--- src/rtl/tt_bist_pkg.sv ---
// Shared types for the pin self-test: FSM states, pattern modes, ui_in and
// status bit positions, and the pattern step function.
package tt_bist_pkg;

  typedef enum logic [1:0] {
    ST_IDLE = 2'd0,
    ST_ARM  = 2'd1,
    ST_RUN  = 2'd2,
    ST_DONE = 2'd3
  } state_e;

  localparam logic [1:0] MODE_CONST = 2'b00;
  localparam logic [1:0] MODE_INC   = 2'b01;
  localparam logic [1:0] MODE_LFSR  = 2'b10;
  localparam logic [1:0] MODE_WALK  = 2'b11;

  // ui_in control bits
  localparam int UI_START    = 2;
  localparam int UI_ABORT    = 3;
  localparam int UI_DISP     = 4;
  localparam int UI_SHOW_EXP = 5;
  localparam int UI_SHOW_RCV = 6;

  // status byte bit positions on uo_out
  localparam int STB_DONE = 7;
  localparam int STB_PASS = 6;
  localparam int STB_BUSY = 5;
  localparam int STB_SAT  = 4;

  // One step of the selected pattern sequence.
  function automatic logic [7:0] pat_next(input logic [1:0] mode,
                                          input logic [7:0] p,
                                          input logic [7:0] taps);
    case (mode)
      MODE_INC:  return p + 8'h01;
      MODE_LFSR: return p[0] ? ((p >> 1) ^ taps) : (p >> 1);
      MODE_WALK: return {p[6:0], p[7]};
      default:   return p;
    endcase
  endfunction

endpackage

--- src/rtl/tt_pin_bist_if.sv ---
// Pin bundle of the tt_um user slot as seen by the self-test block.
interface tt_pin_bist_if;
  logic       ena;
  logic [7:0] ui_in;
  logic [7:0] uio_in;
  logic [7:0] uo_out;
  logic [7:0] uio_out;
  logic [7:0] uio_oe;

  modport master (output ena, ui_in, uio_in, input uo_out, uio_out, uio_oe);
  modport slave  (input ena, ui_in, uio_in, output uo_out, uio_out, uio_oe);
endinterface

--- src/rtl/tt_bist_patgen.sv ---
// Pattern generator: loads SEED (0 becomes 8'h01 for the LFSR, which would
// otherwise lock up) and steps the selected sequence once per advance.
module tt_bist_patgen
  import tt_bist_pkg::*;
#(
  parameter logic [7:0] SEED = 8'h01,
  parameter logic [7:0] TAPS = 8'hB8
) (
  input  logic       clk,
  input  logic       rst_n,
  input  logic       en_i,
  input  logic       load_i,
  input  logic       adv_i,
  input  logic [1:0] mode_i,
  output logic [7:0] pat_o
);

  logic [7:0] pat_q, pat_d, seed_v;

  // next pattern: load wins over advance
  always_comb begin
    seed_v = ((mode_i == MODE_LFSR) && (SEED == 8'h00)) ? 8'h01 : SEED;
    pat_d  = pat_q;
    if (load_i)     pat_d = seed_v;
    else if (adv_i) pat_d = pat_next(mode_i, pat_q, TAPS);
  end

  // pattern register, frozen while the slot is deselected
  always_ff @(posedge clk or negedge rst_n) begin
    if (!rst_n)    pat_q <= 8'h00;
    else if (en_i) pat_q <= pat_d;
  end

  assign pat_o = pat_q;

endmodule

--- src/rtl/tt_pin_bist.sv ---
// Pin loopback self-test for the tt_um slot: drives a pattern on uio_out,
// checks uio_in against the pattern delayed LAT cycles, counts mismatches.
// Optional macro TT_BIST_FIRST_FAIL_EN adds first-mismatch capture.
module tt_pin_bist
  import tt_bist_pkg::*;
#(
  parameter int         LEN_W = 4,
  parameter int         LAT   = 2,
  parameter int         ERR_W = 8,
  parameter logic [7:0] SEED  = 8'h01,
  parameter logic [7:0] TAPS  = 8'hB8
) (
  input logic          clk,
  input logic          rst_n,
  tt_pin_bist_if.slave bus
);

  localparam int NBEAT  = 2 ** LEN_W;
  localparam int RUNLEN = NBEAT + LAT;
  localparam int CNT_W  = $clog2(RUNLEN + 1);

  state_e               state_q, state_d;
  logic                 start_q, start_prev_q, start_rise, abort, ena;
  logic [1:0]           mode_q, mode_d;
  logic [CNT_W-1:0]     cnt_q, cnt_d;
  logic [ERR_W-1:0]     err_q, err_d;
  logic                 pass_q, pass_d;
  logic [LAT-1:0][7:0]  dly_q, dly_d;
  logic [7:0]           pat, uo_q, uo_d, oe_q, oe_d, err_disp;
  logic                 cmp_en, miss;
  logic                 unused_ui;

  assign ena        = bus.ena;
  assign abort      = bus.ui_in[UI_ABORT];
  assign start_rise = start_q & ~start_prev_q;
  assign unused_ui  = ^bus.ui_in[7:5];

  // compare window opens once the first driven beat has looped back
  assign cmp_en = (state_q == ST_RUN) && (cnt_q >= CNT_W'(LAT));
  assign miss   = cmp_en && (bus.uio_in != dly_q[LAT-1]);

  tt_bist_patgen #(.SEED(SEED), .TAPS(TAPS)) u_patgen (
    .clk    (clk),
    .rst_n  (rst_n),
    .en_i   (ena),
    .load_i (state_q == ST_ARM),
    .adv_i  (state_q == ST_RUN),
    .mode_i (mode_d),
    .pat_o  (pat)
  );

  // FSM next state; abort overrides everything, including start
  always_comb begin
    state_d = state_q;
    if (abort) state_d = ST_IDLE;
    else begin
      case (state_q)
        ST_IDLE: if (start_rise) state_d = ST_ARM;
        ST_ARM:  state_d = ST_RUN;
        ST_RUN:  if (cnt_q == CNT_W'(RUNLEN - 1)) state_d = ST_DONE;
        ST_DONE: if (start_rise) state_d = ST_ARM;
        default: state_d = ST_IDLE;
      endcase
    end
  end

  // run datapath: ARM clears, RUN shifts the delay line and counts misses
  always_comb begin
    mode_d = mode_q;
    cnt_d  = cnt_q;
    err_d  = err_q;
    pass_d = pass_q;
    dly_d  = dly_q;
    if (state_q == ST_ARM) begin
      mode_d = bus.ui_in[1:0];
      cnt_d  = '0;
      err_d  = '0;
      pass_d = 1'b0;
      dly_d  = '0;
    end else if (state_q == ST_RUN) begin
      cnt_d    = cnt_q + 1'b1;
      dly_d[0] = pat;
      for (int i = 1; i < LAT; i++) dly_d[i] = dly_q[i-1];
      if (miss && (err_q != '1)) err_d = err_q + 1'b1;
    end
    if ((state_q == ST_RUN) && (state_d == ST_DONE)) pass_d = (err_d == '0);
  end

  if (ERR_W >= 8) begin : g_err_trunc
    assign err_disp = err_d[7:0];
  end else begin : g_err_ext
    assign err_disp = {{(8 - ERR_W){1'b0}}, err_d};
  end

`ifdef TT_BIST_FIRST_FAIL_EN
  logic       ff_vld_q, ff_vld_d;
  logic [7:0] ff_exp_q, ff_exp_d, ff_rcv_q, ff_rcv_d;

  // keep only the first mismatch of a run
  always_comb begin
    ff_vld_d = ff_vld_q;
    ff_exp_d = ff_exp_q;
    ff_rcv_d = ff_rcv_q;
    if (state_q == ST_ARM) begin
      ff_vld_d = 1'b0;
      ff_exp_d = 8'h00;
      ff_rcv_d = 8'h00;
    end else if (miss && !ff_vld_q) begin
      ff_vld_d = 1'b1;
      ff_exp_d = dly_q[LAT-1];
      ff_rcv_d = bus.uio_in;
    end
  end

  // first-mismatch capture registers
  always_ff @(posedge clk or negedge rst_n) begin
    if (!rst_n) begin
      ff_vld_q <= 1'b0;
      ff_exp_q <= 8'h00;
      ff_rcv_q <= 8'h00;
    end else if (ena) begin
      ff_vld_q <= ff_vld_d;
      ff_exp_q <= ff_exp_d;
      ff_rcv_q <= ff_rcv_d;
    end
  end
`endif

  // output byte built from next-state values so it lines up with state_q
  always_comb begin
    uo_d = {state_d == ST_DONE, pass_d, (state_d == ST_ARM) || (state_d == ST_RUN),
            err_d == '1, mode_d, state_d};
    if (bus.ui_in[UI_DISP]) begin
      uo_d = err_disp;
`ifdef TT_BIST_FIRST_FAIL_EN
      if (bus.ui_in[UI_SHOW_RCV])      uo_d = ff_rcv_d;
      else if (bus.ui_in[UI_SHOW_EXP]) uo_d = ff_exp_d;
`endif
    end
    oe_d = (state_d == ST_RUN) ? 8'hFF : 8'h00;
  end

  // state registers; everything holds while the slot is deselected
  always_ff @(posedge clk or negedge rst_n) begin
    if (!rst_n) begin
      state_q      <= ST_IDLE;
      start_q      <= 1'b0;
      start_prev_q <= 1'b0;
      mode_q       <= MODE_CONST;
      cnt_q        <= '0;
      err_q        <= '0;
      pass_q       <= 1'b0;
      dly_q        <= '0;
      uo_q         <= 8'h00;
      oe_q         <= 8'h00;
    end else if (ena) begin
      state_q      <= state_d;
      start_q      <= bus.ui_in[UI_START];
      start_prev_q <= start_q;
      mode_q       <= mode_d;
      cnt_q        <= cnt_d;
      err_q        <= err_d;
      pass_q       <= pass_d;
      dly_q        <= dly_d;
      uo_q         <= uo_d;
      oe_q         <= oe_d;
    end
  end

  // deselected slot must release the bidirectional pins at once
  assign bus.uo_out  = uo_q;
  assign bus.uio_out = pat;
  assign bus.uio_oe  = ena ? oe_q : 8'h00;

endmodule
--- src/flat_wrapper.sv ---
// flat-port wrapper written by rule: the top's interface ports become plain ports
module tt_pin_bist_flat import tt_bist_pkg::*;
#(
  parameter int         LEN_W = 4,
  parameter int         LAT   = 2,
  parameter int         ERR_W = 8,
  parameter logic [7:0] SEED  = 8'h01,
  parameter logic [7:0] TAPS  = 8'hB8
)
  (clk, rst_n, bus_ena, bus_ui_in, bus_uio_in, bus_uo_out, bus_uio_out, bus_uio_oe);
  tt_pin_bist_if bus_i ();
  input logic clk;
  input logic rst_n;
  input wire logic [$bits(bus_i.ena)-1:0] bus_ena;
  input wire logic [$bits(bus_i.ui_in)-1:0] bus_ui_in;
  input wire logic [$bits(bus_i.uio_in)-1:0] bus_uio_in;
  output wire logic [$bits(bus_i.uo_out)-1:0] bus_uo_out;
  output wire logic [$bits(bus_i.uio_out)-1:0] bus_uio_out;
  output wire logic [$bits(bus_i.uio_oe)-1:0] bus_uio_oe;
  assign bus_i.ena = bus_ena;
  assign bus_i.ui_in = bus_ui_in;
  assign bus_i.uio_in = bus_uio_in;
  assign bus_uo_out = bus_i.uo_out;
  assign bus_uio_out = bus_i.uio_out;
  assign bus_uio_oe = bus_i.uio_oe;
  tt_pin_bist #(.LEN_W(LEN_W), .LAT(LAT), .ERR_W(ERR_W), .SEED(SEED), .TAPS(TAPS)) u_core (.clk(clk), .rst_n(rst_n), .bus(bus_i));
endmodule
--- config.mk ---
export PLATFORM = sky130hd
export DESIGN_NAME = tt_pin_bist_flat
export DESIGN_NICKNAME = d
export VERILOG_FILES = /design/src/rtl/tt_bist_pkg.sv /design/src/rtl/tt_pin_bist_if.sv /design/src/rtl/tt_bist_patgen.sv /design/src/rtl/tt_pin_bist.sv /design/src/flat_wrapper.sv
export SDC_FILE = /design/constraint.sdc
export NUM_CORES = 1
export LEC_CHECK = 0
export ABC_AREA = 1
export CORE_MARGIN = 2
export CORE_UTILIZATION = 50
export CTS_CLUSTER_DIAMETER = 120
export DETAILED_ROUTE_END_ITERATION = 8
export GPL_TIMING_DRIVEN = 0
export PLACE_DENSITY = 0.76
export SYNTH_ARGS = -nofsm -noshare
export SYNTH_HDL_FRONTEND = slang
export SYNTH_HIERARCHICAL = 1
export SYNTH_SLANG_ARGS = --single-unit
--- constraint.sdc ---
create_clock -name clk -period 2 [get_ports clk]
set_clock_uncertainty 0.05 [all_clocks]
set_input_delay 0.3 -clock clk [delete_from_list [all_inputs] [get_ports clk]]
set_output_delay 0.3 -clock clk [all_outputs]
set_load 0.005 [all_outputs]
Fig. 1: run 1, where the registers sit
Other sequential cells in the stronger gray, the rest of the logic in the fainter gray.
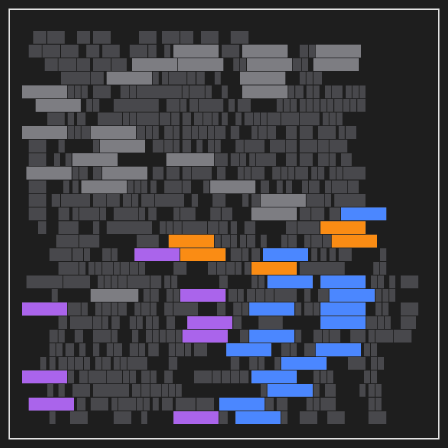
[u_core/cnt_q] orange | flops: 5
[u_core/u_patgen/pat_o] purple | flops: 8
[u_core/dly_q] blue | flops: 16
not colored: 24

Fig. 2: run 1, metal 1
Supply wires on this layer in gray. Cells faint in the background.
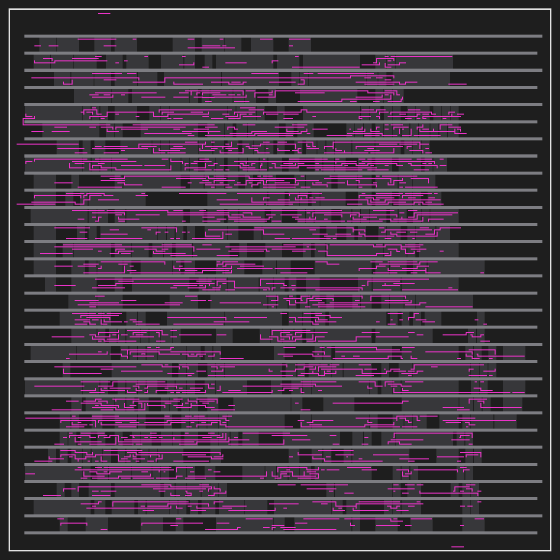
share of all routed wire: 46%
wire length on this layer: 3830 um
longest straight run: 31.7 um
main direction: horizontal
nets with wire on the layer: 510

==> changes_impl.md, run 1 <==
### Changed

- Busiest layer in global routing: met2
- Top Layout Cells: nand2_1, inv_1, dfrtp_1
- Unique cell types: 31
- Grt ovf: 0
- XORs/XNORs by Area: 1.31%
- CP Max Fanout: 7
- RSZ-0062 raised after global routing: true
- Post-synth seq share: 39.7%
- PortBufs: 39
- Post-CTS setup buffers: 7
- Biggest area cells: dfrtp_1, nand2_1, inv_1
- Switching share of total power: 44.4%
- Worst path max stage delay: 0.47 ns
- Worst path cell trace: inv_2 > ha_4 > nand2_1 > o21ai_4 > ha_1 > inv_2 > nand2_1 > nand4_1 > buf_6 > a21oi_1 > nand2_1 > nand2_1
- Initial antenna violation count: 0
- Register area: 0.00133 mm^2
- Hold buffers post-CTS: 1
- Seq. pwr: 1.84 mW
- Post-CTS resize count: 26
- Nets: 558
- Vias in the first global route: 3038
- Synth warnings: 6
- Clk pwr share: 11.6%
- Leak Pwr: 2.04 nW
- Drt pass-1 iters: 9
- Top cells by count: nand2_1, inv_1, dfrtp_1
- Multiplexer share: 0%
- Root Driver: clkbuf_8
- Post-DP Area: 0.00384 mm^2
- Placed instance count: 579
- Post-Syn Area: 0.00334 mm^2
- Tapcell count: 77
- DR WL met2: 3910 um
- DRC violations left: 2
- Most frequent CP cell: nand2_1
- Hold crit path type: in -> reg
- Startpoint class of the critical path: flop
- CTS tree: done
- Combinational gates: 320
- Worst reg2reg path endpoint: u_core/u_patgen/pat_o[6]
- Starting Density: 52.0%
- Via density: 5.38
- Top logic family: simple AND/OR/NAND/NOR gates
- Final Hold Viols: 0
- Clkbuf count: 5
- Setup ws final: -0.0211 ns
- Reg power frac: 34.5%
- Die X: 85.7 um
- Hold WS: 0.317 ns
- Final Max Slew Viols: 0
- Wirelength, routed: 8260 um
- Critical path depth: 12
- Tot Pwr: 5.34 mW
- Signal buffers: 76
- H-tree depth: 2
- Detail Placement HPWL: 5530 um
- Status: complete, but fails checks
- Max cap viols: 0
- Vert. Die Dim: 85.7 um
- Fill cells: 515
- Launch point of the worst reg-to-reg path: u_core/state_q[1]
- Main synth FF type: dfrtp_1
- FF-to-FF setup slack: -0.02 ns
- Max Fclk: 495 MHz
- Clock sink total: 53
- Seq_cells: 53
- Top routing layer used: met4
- DR WL met3: 364 um
- Period utilisation layout: 101%
- Kind of cell adding the most delay to the critical path: adder cells
- Sw Pwr: 2.37 mW
- FP Rows: 29
- Hold path depth: 4
- DRT iter0 DRCs: 256
- Final Wtd Congestion: 0.866
- Combinational share of cell area: 41.7%
- Reg2Reg Depth: 12
- Slew Limit Headroom: 62.2%
- Simple Share, Synth: 31.2%
- Chip area: 0.00735 mm^2
- Ys async rst share: 100%
- Comb gate area: 0.00176 mm^2
- Core area: 0.00642 mm^2
- I/O pin count: 43
- Hold Crit Start: bus_ena
- CP arrival: 2.23 ns
- Final core area utilization: 65.8%
- Clock Pin Slew Worst Setup and Hold Paths: 0.10 ns
- Worst Max-Slew Pin Slew: 0.567 ns
- Critical Path RT: 2.21 ns
- CP Buf/Inv Count: 3
- PwrDens: 1260 mW/mm^2
- Comb group: 2.88 mW
- Synth area leader: dfrtp_1
- Failing checks: DRC, setup timing
- Log Warnings: 38
- Placement Setup Slack: -0.661 ns
- Flip-flops with a built-in enable: 0
- Minimum clock period after layout: 2.02 ns
- Inserted Clock Buffers: 5
- Flops after synth: 53
- Non-clock inverter count in the final layout: 69
- Area leader share: 39.7%
- First-pass GRT wire length: 13600 um
- Mapped Cells: 462
- Synthesis-to-finish area growth: 26.6%
- Clock buf/inv share: 2.13%
- Setup violators final: 7
- Vias: 3245
- Met2 Use GR: 36.6%
- Per-cell routed wire length: 13.7 um
- Max Root-Sink Buffers: 2
- TNS Setup: -0.0669 ns
- Adders+Majority by Area: 5.24%
- Post-route design area: 0.00423 mm^2
- Yosys chip area: 0.00334 mm^2
Fig. 3: run 1, the metal 2 layer
Cells faint in the background.
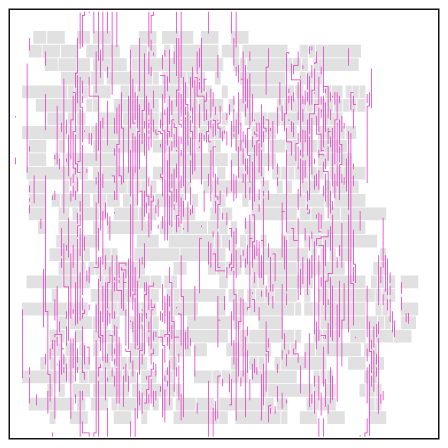
nets with wire on the layer: 433
longest straight run: 31.6 um
main direction: vertical
wire length on this layer: 3910 um

## run 1: flip-flops by register name, indices dropped and copies added (netlist names)
register / count
u_core/state_q: 2
u_core/start_q: 1
u_core/dly_q: 16
u_core/mode_q: 2
u_core/oe_q: 1
u_core/bus.uo_out: 8
u_core/err_q: 8
u_core/u_patgen/pat_o: 8
u_core/start_prev_q: 1
u_core/pass_q: 1
u_core/cnt_q: 5
## run 1: worst max-delay path by stage
stage                                to               from
3_3_place_gp            u_core/err_q[5]              rst_n
3_5_place_dp              bus_uio_oe[5]            bus_ena
5_1_grt        u_core/u_patgen/pat_o[7]  u_core/state_q[1]
6_report       u_core/u_patgen/pat_o[6]  u_core/state_q[1]
2_1_floorplan      u_core/bus.uo_out[6]  u_core/state_q[1]
4_1_cts                   u_core/pass_q  u_core/state_q[1]
## Run 2: what changed since run 1
Settings changed: MAX_ROUTING_LAYER set to met4, SLEW_MARGIN set to 20.
Fig. 4: run 2, nets reached from selected ports
The bar under the picture is 20 um long.
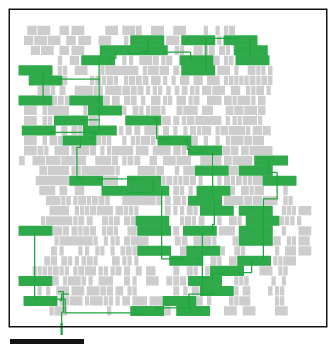
[rst_n] green | bits: 1 | direction: input | end cells: 53 | buffers: 2 | wire: 358 um

Fig. 5: run 2, the metal 2 layer
Cells faint in the background.
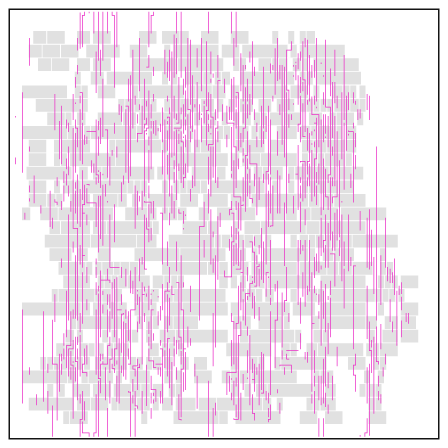
longest straight run: 34.7 um
share of all routed wire: 49%
main direction: vertical
nets with wire on the layer: 443
wire length on this layer: 3960 um

==> run 2 against run 1 <==
Against the previous run:
- the run still ends with DRC, setup timing left
- clock power shrank 2%
- synthesized cell count is the same
- combinational power grew 8.0%
- highest routed layer unchanged
- sequential power is essentially flat
- first-iteration DRC count shrank 26%
- utilization grew 1.5 points
- fmax grew 0.89%
- total power grew 3.9%
==> changes_impl.md, run 2 <==
### Changed

- Clock Pin Slew Worst Setup and Hold Paths: 0.10 ns (about the same)
- Drt pass-1 iters: 6 (-3)
- Main synth FF type: dfrtp_1
- Reg2Reg Depth: 15 (+3)
- Buffering overhead: 16.8%
- Grt ovf: 0 (unchanged)
- Final Max Slew Viols: 0 (unchanged)
- Critical path startpoint: u_core/cnt_q[0]
- Syn avg cell area: 7.23 um^2
- I/O pin count: 43 (unchanged)
- Tapcell count: 77 (unchanged)
- Die X: 85.7 um (unchanged)
- Failing checks: DRC, setup timing
- DRC violations left: 2 (unchanged)
- Post-Syn Area: 0.00334 mm^2 (unchanged)
- Seq area share: 30.7%
- Combinational share of cell area: 41.8% (+0.095 points)
- Per-cell routed wire length: 13.4 um (-2.1%)
- Hold Crit Start: bus_ena
- Yosys chip area: 0.00334 mm^2 (unchanged)
- Yosys cell count: 462
- Clock buf/inv share: 2.11% (-0.018 points)
- Worst path cell trace: inv_1 > ha_2 > nor2_4 > nand3_2 > nand2_2 > clkinv_4 > nand3_4 > nand2_1 > nand3_2 > nand2_1 > nor2_1 > nand3_1 > nand3_1 > nand2_1 > nand2_1
- Max Root-Sink Buffers: 2 (unchanged)
- Largest cell class by area: combinational gates
- Worst path max stage delay: 0.37 ns (-0.10 ns)
- Hold EP: u_core/u_patgen/pat_o[6]
- CP max-delay cell: dfrtp_1
- M1 GR Usage: 31.5%
- Layout cells sized above 1: 20.1%
- Crit path capture: u_core/bus.uo_out[6]
- Clk ins delay skew pair: 0.30 ns
- Synth warnings: 6 (unchanged)
- Top cell excl fill/tap: nand2_1
- First-pass GRT wire length: 13300 um (-2.0%)
- Signal buffers: 81 (+6.6%)
- Met3 usage: 3.08%
- Nets: 564 (+1.1%)
- Count leader, synth: nand2_1
- Setup crit end kind: flop
- Hold crit path type: in -> reg
- Post-DP Area: 0.00382 mm^2 (-0.46%)
- Worst Max-Slew Pin Slew: 0.658 ns (+0.0912 ns)
- Core area: 0.00642 mm^2 (unchanged)
- Clock sink total: 53 (unchanged)
- DR WL met3: 389 um (+6.9%)
- Critical Path RT: 2.20 ns (about the same)
- Clkbuf count: 5 (unchanged)
- Yosys aoi share: 10.6%
- Synth area leader: dfrtp_1
- Unique cell types: 31 (unchanged)
- Hold buffers post-CTS: 1 (unchanged)
- CTS tree: done
- Area leader share: 39.7% (unchanged)
- Inserted Clock Buffers: 5 (unchanged)
- Post-Syn Nets: 495
- Status: complete, but fails checks
- TNS Setup: -0.00339 ns (+0.0635 ns)
- Top logic family: simple AND/OR/NAND/NOR gates
- Ys async rst share: 100% (unchanged)
- Starting Density: 52.0% (unchanged)
- PwrDens: 1280 mW/mm^2 (+1.6%)
- Synthesis-to-finish area growth: 29.4%
- Multiplexer share: 0% (unchanged)
- Post-route met1 wirelength: 3780 um
- Root Driver: clkbuf_8
- PortBufs: 39 (unchanged)
- Hold WS: 0.328 ns (+0.0112 ns)
- H-tree depth: 2 (unchanged)
- DR WL met2: 3960 um (+1.3%)
- Period utilisation layout: 100% (-0.89 points)
- FF-to-FF setup slack: -0.003 ns (+0.02 ns)
- Busiest layer in global routing: met2
- RSZ-0062 raised after global routing: true
- Post-synth seq share: 39.7% (unchanged)
- Max Fclk: 499 MHz (+0.89%)
- Non-clock inverter count in the final layout: 70 (+1.4%)
- Biggest area cells: dfrtp_1, nand2_1, inv_1
- Top routing layer used: met4
- Max reg flops: 16 (unchanged)
- Via density: 5.32 (-1.1%)
- Setup violators final: 1 (-6)
- Setup ws final: -0.00339 ns (+0.0177 ns)
- CP arrival: 2.20 ns (-0.03 ns)
- Wirelength, routed: 8170 um (-1.1%)
- Post-route design area: 0.00432 mm^2 (+2.2%)
- Top Layout Cells: nand2_1, inv_1, dfrtp_1
- Combinational gates: 320 (unchanged)
- Chip area: 0.00735 mm^2 (unchanged)
- Log Warnings: 39 (+2.6%)
- Comb gate area: 0.00181 mm^2 (+2.5%)
- Mapped Cells: 462 (unchanged)
- Kind of critical path: reg -> reg
- Launch point of the worst reg-to-reg path: u_core/cnt_q[0]
- Simple Share, Synth: 31.2% (unchanged)
- Register area: 0.00133 mm^2 (about the same)
- Flops after synth: 53 (unchanged)
- Vias in the first global route: 2993 (-1.5%)
- Top cells by count: nand2_1, inv_1, dfrtp_1
- Slew Limit Headroom: 56.1% (-6.1 points)
- Post-CTS setup buffers: 4 (-3)
- DRT iter0 DRCs: 189 (-26%)
- Final Hold Viols: 0 (unchanged)
- Largest net degree at the start of global routing: 54
- Largest register by flop count: u_core/dly_q
- Initial antenna violation count: 0 (unchanged)
- XORs/XNORs by Area: 1.31% (unchanged)
- Post-CTS resize count: 26 (unchanged)
- Gr usage total: 22.8%
- Final core area utilization: 67.3% (+1.5 points)
- FP Rows: 29 (unchanged)
- Detail Placement HPWL: 5490 um (-0.82%)
- Antenna-violating nets left: 0
- Max cap viols: 0 (unchanged)
- Flip-flops with a built-in enable: 0 (unchanged)
- Adders+Majority by Area: 5.24% (unchanged)
- Final Wtd Congestion: 0.880 (+1.6%)
- Worst reg2reg path endpoint: u_core/bus.uo_out[6]
- Antenna fix cells: 0
- Leak Pwr: 2.06 nW (+0.94%)
- Most frequent CP cell: nand2_1
- Vias: 3240 (-0.15%)
- Fill cells: 533 (+3.5%)
- Met2 Use GR: 36.0% (-0.64 points)
- Seq_cells: 53 (unchanged)
- Startpoint class of the critical path: flop
- Hold path depth: 4 (unchanged)
- Vert. Die Dim: 85.7 um (unchanged)
- CP Max Fanout: 8 (+1)
- Minimum clock period after layout: 2.00 ns (-0.0177 ns)
- Peak VDD IR: 0.698 mV
==> run 2: cell counts after synthesis <==
No cell type changed its count.
==> run 2: metrics by stage <==
step | setup WS (ns) | total power [mW] | std cells
floorplan | 0.0299 | 3.47 | 462
global placement | -1.01 | 4.18 | 578
detailed placement | -0.669 | 4.28 | 578
CTS | -0.00934 | 5.03 | 591
global route | -0.138 | 6.02 | 609
finish | -0.00339 | 5.55 | 609
==> run 2: critical path, delay by kind of cell, from the launching register on <==
kind | cells | cell delay [ns]
buf+inv | 2 | 0.17
simple gates | 12 | 1.16
flops | 1 | 0.37
fa+ha+maj | 1 | 0.20
==> run 2: report_power, final <==
group | internal, mW | switching, mW
Clock | 0.246 | 0.361
Combinational | 1.38 | 1.73
Sequential | 1.48 | 0.355
## Run 3: what changed since run 2
Settings changed: PLACE_DENSITY 0.76 to 0.73, SLEW_MARGIN 20 to 15.
Clock period 2 ns to 2.5 ns, I/O delays scaled along.
Fig. 6: run 3, nets reached from selected ports
The bar under the picture is 20 um long.
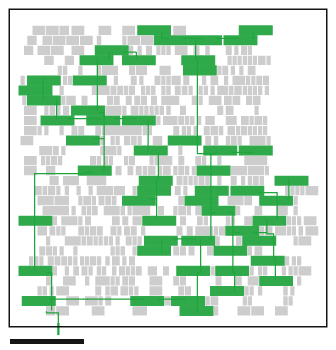
[rst_n] green | bits: 1 | direction: input | end cells: 53 | buffers: 1 | wire: 376 um

Fig. 7: run 3, metal 1
Supply wires on this layer in gray. Cells faint in the background.
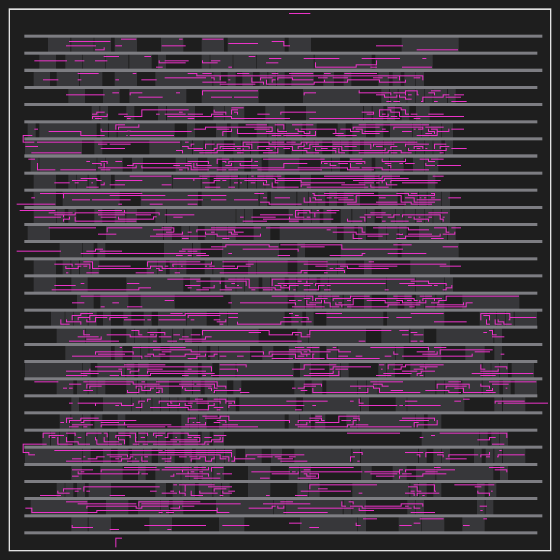
nets with wire on the layer: 478
longest straight run: 35.9 um
main direction: horizontal
wire length on this layer: 3680 um

==> run 3 against run 2 <==
Against the previous run:
- non-clock buffer count down 22
- setup slack better by 0.15 ns
- largest power group unchanged
- largest cell class unchanged
- worst hold slack lost 0.29 ns
- final cell count down 3.8%
- highest routed layer unchanged
- die area unchanged
- clock power shrank 3%
- design area decreased by 8.6%
- area after synthesis unchanged
- count of clock-buffer cells in the layout unchanged
- synthesized cell count unchanged
- the flow now finishes without violations
- utilization fell by 5.8 points
==> changes_impl.md, run 3 <==
### Changed

- Status: finished, final reports clean
- Flip-flops with a built-in enable: 0 (unchanged)
- Hold buffers post-CTS: 0 (-1)
- FF-to-FF setup slack: 0.26 ns (+0.26 ns)
- Root Driver: clkbuf_8
- Multiplexer share: 0% (unchanged)
- H-tree depth: 2 (unchanged)
- Simple Share, Synth: 31.2% (unchanged)
- Peak VDD IR: 0.548 mV (-22%)
- Post-route met1 wirelength: 3680 um (-2.7%)
- Die X: 85.7 um (unchanged)
- Adders+Majority by Area: 5.24% (unchanged)
- Post-route design area: 0.00395 mm^2 (-8.6%)
- Worst path max stage delay: 0.51 ns (+0.14 ns)
- CTS tree: done
- Reg2Reg Depth: 14 (-1)
- Setup ws final: 0.146 ns (+0.149 ns)
- Top cells by count: nand2_1, inv_1, dfrtp_1
- DR WL met3: 249 um (-36%)
- Sw Pwr: 1.71 mW (-30%)
- Setup crit end kind: output pin
- Antenna fix cells: 0 (unchanged)
- Reg power frac: 36.4% (+3.3 points)
- Setup violators final: 0 (-1)
- Biggest area cells: dfrtp_1, nand2_1, inv_1
- Clk ins delay skew pair: 0.31 ns (about the same)
- Met3 usage: 3.18% (+0.096 points)
- Tot Pwr: 4.01 mW (-28%)
- Busiest layer in global routing: met2
- Hold crit path type: in -> async
- First-pass GRT wire length: 12800 um (-4.1%)
- Period utilisation layout: 94.2%
- Final core area utilization: 61.5% (-5.8 points)
- Largest register by flop count: u_core/dly_q
- Detail Placement HPWL: 5420 um (-1.2%)
- Max Root-Sink Buffers: 2 (unchanged)
- I/O pin count: 43 (unchanged)
- Post-CTS resize count: 3 (-88%)
- Clk pwr share: 14.7% (+3.8 points)
- P_int: 2.30 mW (-26%)
- Hold WS: 0.0400 ns (-0.288 ns)
- Post-Syn Area: 0.00334 mm^2 (unchanged)
- Kind of critical path: in -> out
- Vert. Die Dim: 85.7 um (unchanged)
- CP Max Fanout: 17 (+9)
- DR WL met2: 3430 um (-14%)
- M1 GR Usage: 31.0% (-0.54 points)
- Via density: 5.16 (-3.1%)
- TNS Setup: 0 ns (+0.00339 ns)
- Startpoint class of the critical path: input pin
- Minimum clock period after layout: 2.35 ns
- Core area: 0.00642 mm^2 (unchanged)
- Top cell excl fill/tap: nand2_1
- Slew Limit Headroom: 56.6% (+0.45 points)
- Largest net degree at the start of global routing: 54 (unchanged)
- Critical Path RT: 2.08 ns (-0.12 ns)
- Ys async rst share: 100% (unchanged)
- Count leader, synth: nand2_1
- Synth area leader: dfrtp_1
- Launch point of the worst reg-to-reg path: u_core/state_q[1]
- PortBufs: 39 (unchanged)
- Max cap viols: 0 (unchanged)
- Starting Density: 52.0% (unchanged)
- Critical path startpoint: bus_ena
- Flops after synth: 53 (unchanged)
- Per-cell routed wire length: 12.7 um (-5.7%)
- Leak Pwr: 1.91 nW (-6.9%)
- Max Fclk: 425 MHz
- Max reg flops: 16 (unchanged)
- Vias in the first global route: 2798 (-6.5%)
- Synthesis-to-finish area growth: 18.3%
- Syn avg cell area: 7.23 um^2 (unchanged)
- Grt ovf: 0 (unchanged)
- Drt pass-1 iters: 6 (unchanged)
- Seq. pwr: 1.46 mW (-21%)
- Post-synth seq share: 39.7% (unchanged)
- Wirelength, routed: 7410 um (-9.3%)
- PwrDens: 1020 mW/mm^2 (-21%)
- Top logic family: simple AND/OR/NAND/NOR gates
- Placed instance count: 578 (unchanged)
- Top Layout Cells: nand2_1, inv_1, dfrtp_1
- Switching share of total power: 42.7% (-1.3 points)
- Main synth FF type: dfrtp_1
- Clock Pin Slew Worst Setup and Hold Paths: 0.10 ns (about the same)
- Post-CTS setup buffers: 0 (-4)
- Chip area: 0.00735 mm^2 (unchanged)
- CP max-delay cell: clkdlybuf4s50_1
- Nets: 541 (-4.1%)
- Log Warnings: 37 (-5.1%)
- Worst Max-Slew Pin Slew: 0.651 ns (-0.00679 ns)
- Clock net power: 0.591 mW (-3%)
- Final Max Slew Viols: 0 (unchanged)
- Leading power group: combinational cells
- Yosys cell count: 462 (unchanged)
- FP Rows: 29 (unchanged)
- Unique cell types: 31 (unchanged)
- Clock sink total: 53 (unchanged)
-- run 3: critical path, delay by kind of cell --
| kind | cells | cell delay [ns] |
|---|---|---|
| buffers and inverters | 5 | 1.47 |
| AND/OR/NAND/NOR | 1 | 0.08 |
-- run 3: cell type report --
cell class / count / area (um^2)
Buffer: 19 / 136
Clock buffer: 5 / 68.8
Clock inverter: 3 / 46.3
Fill cell: 561 / 2470
Inverter: 69 / 259
Multi-Input combinational cell: 320 / 1620
Sequential cell: 53 / 1330
Tap cell: 77 / 96.3
Timing Repair Buffer: 40 / 395
-- run 3: kinds of logic after synthesis --
kind of cell    after synthesis
compound gates               67
xor+xnor                      5
fa+ha+maj                    14
buf+inv                      89
flops                        53
simple gates                234
Power figures rest on the tool's default switching activity, not on a simulated workload.
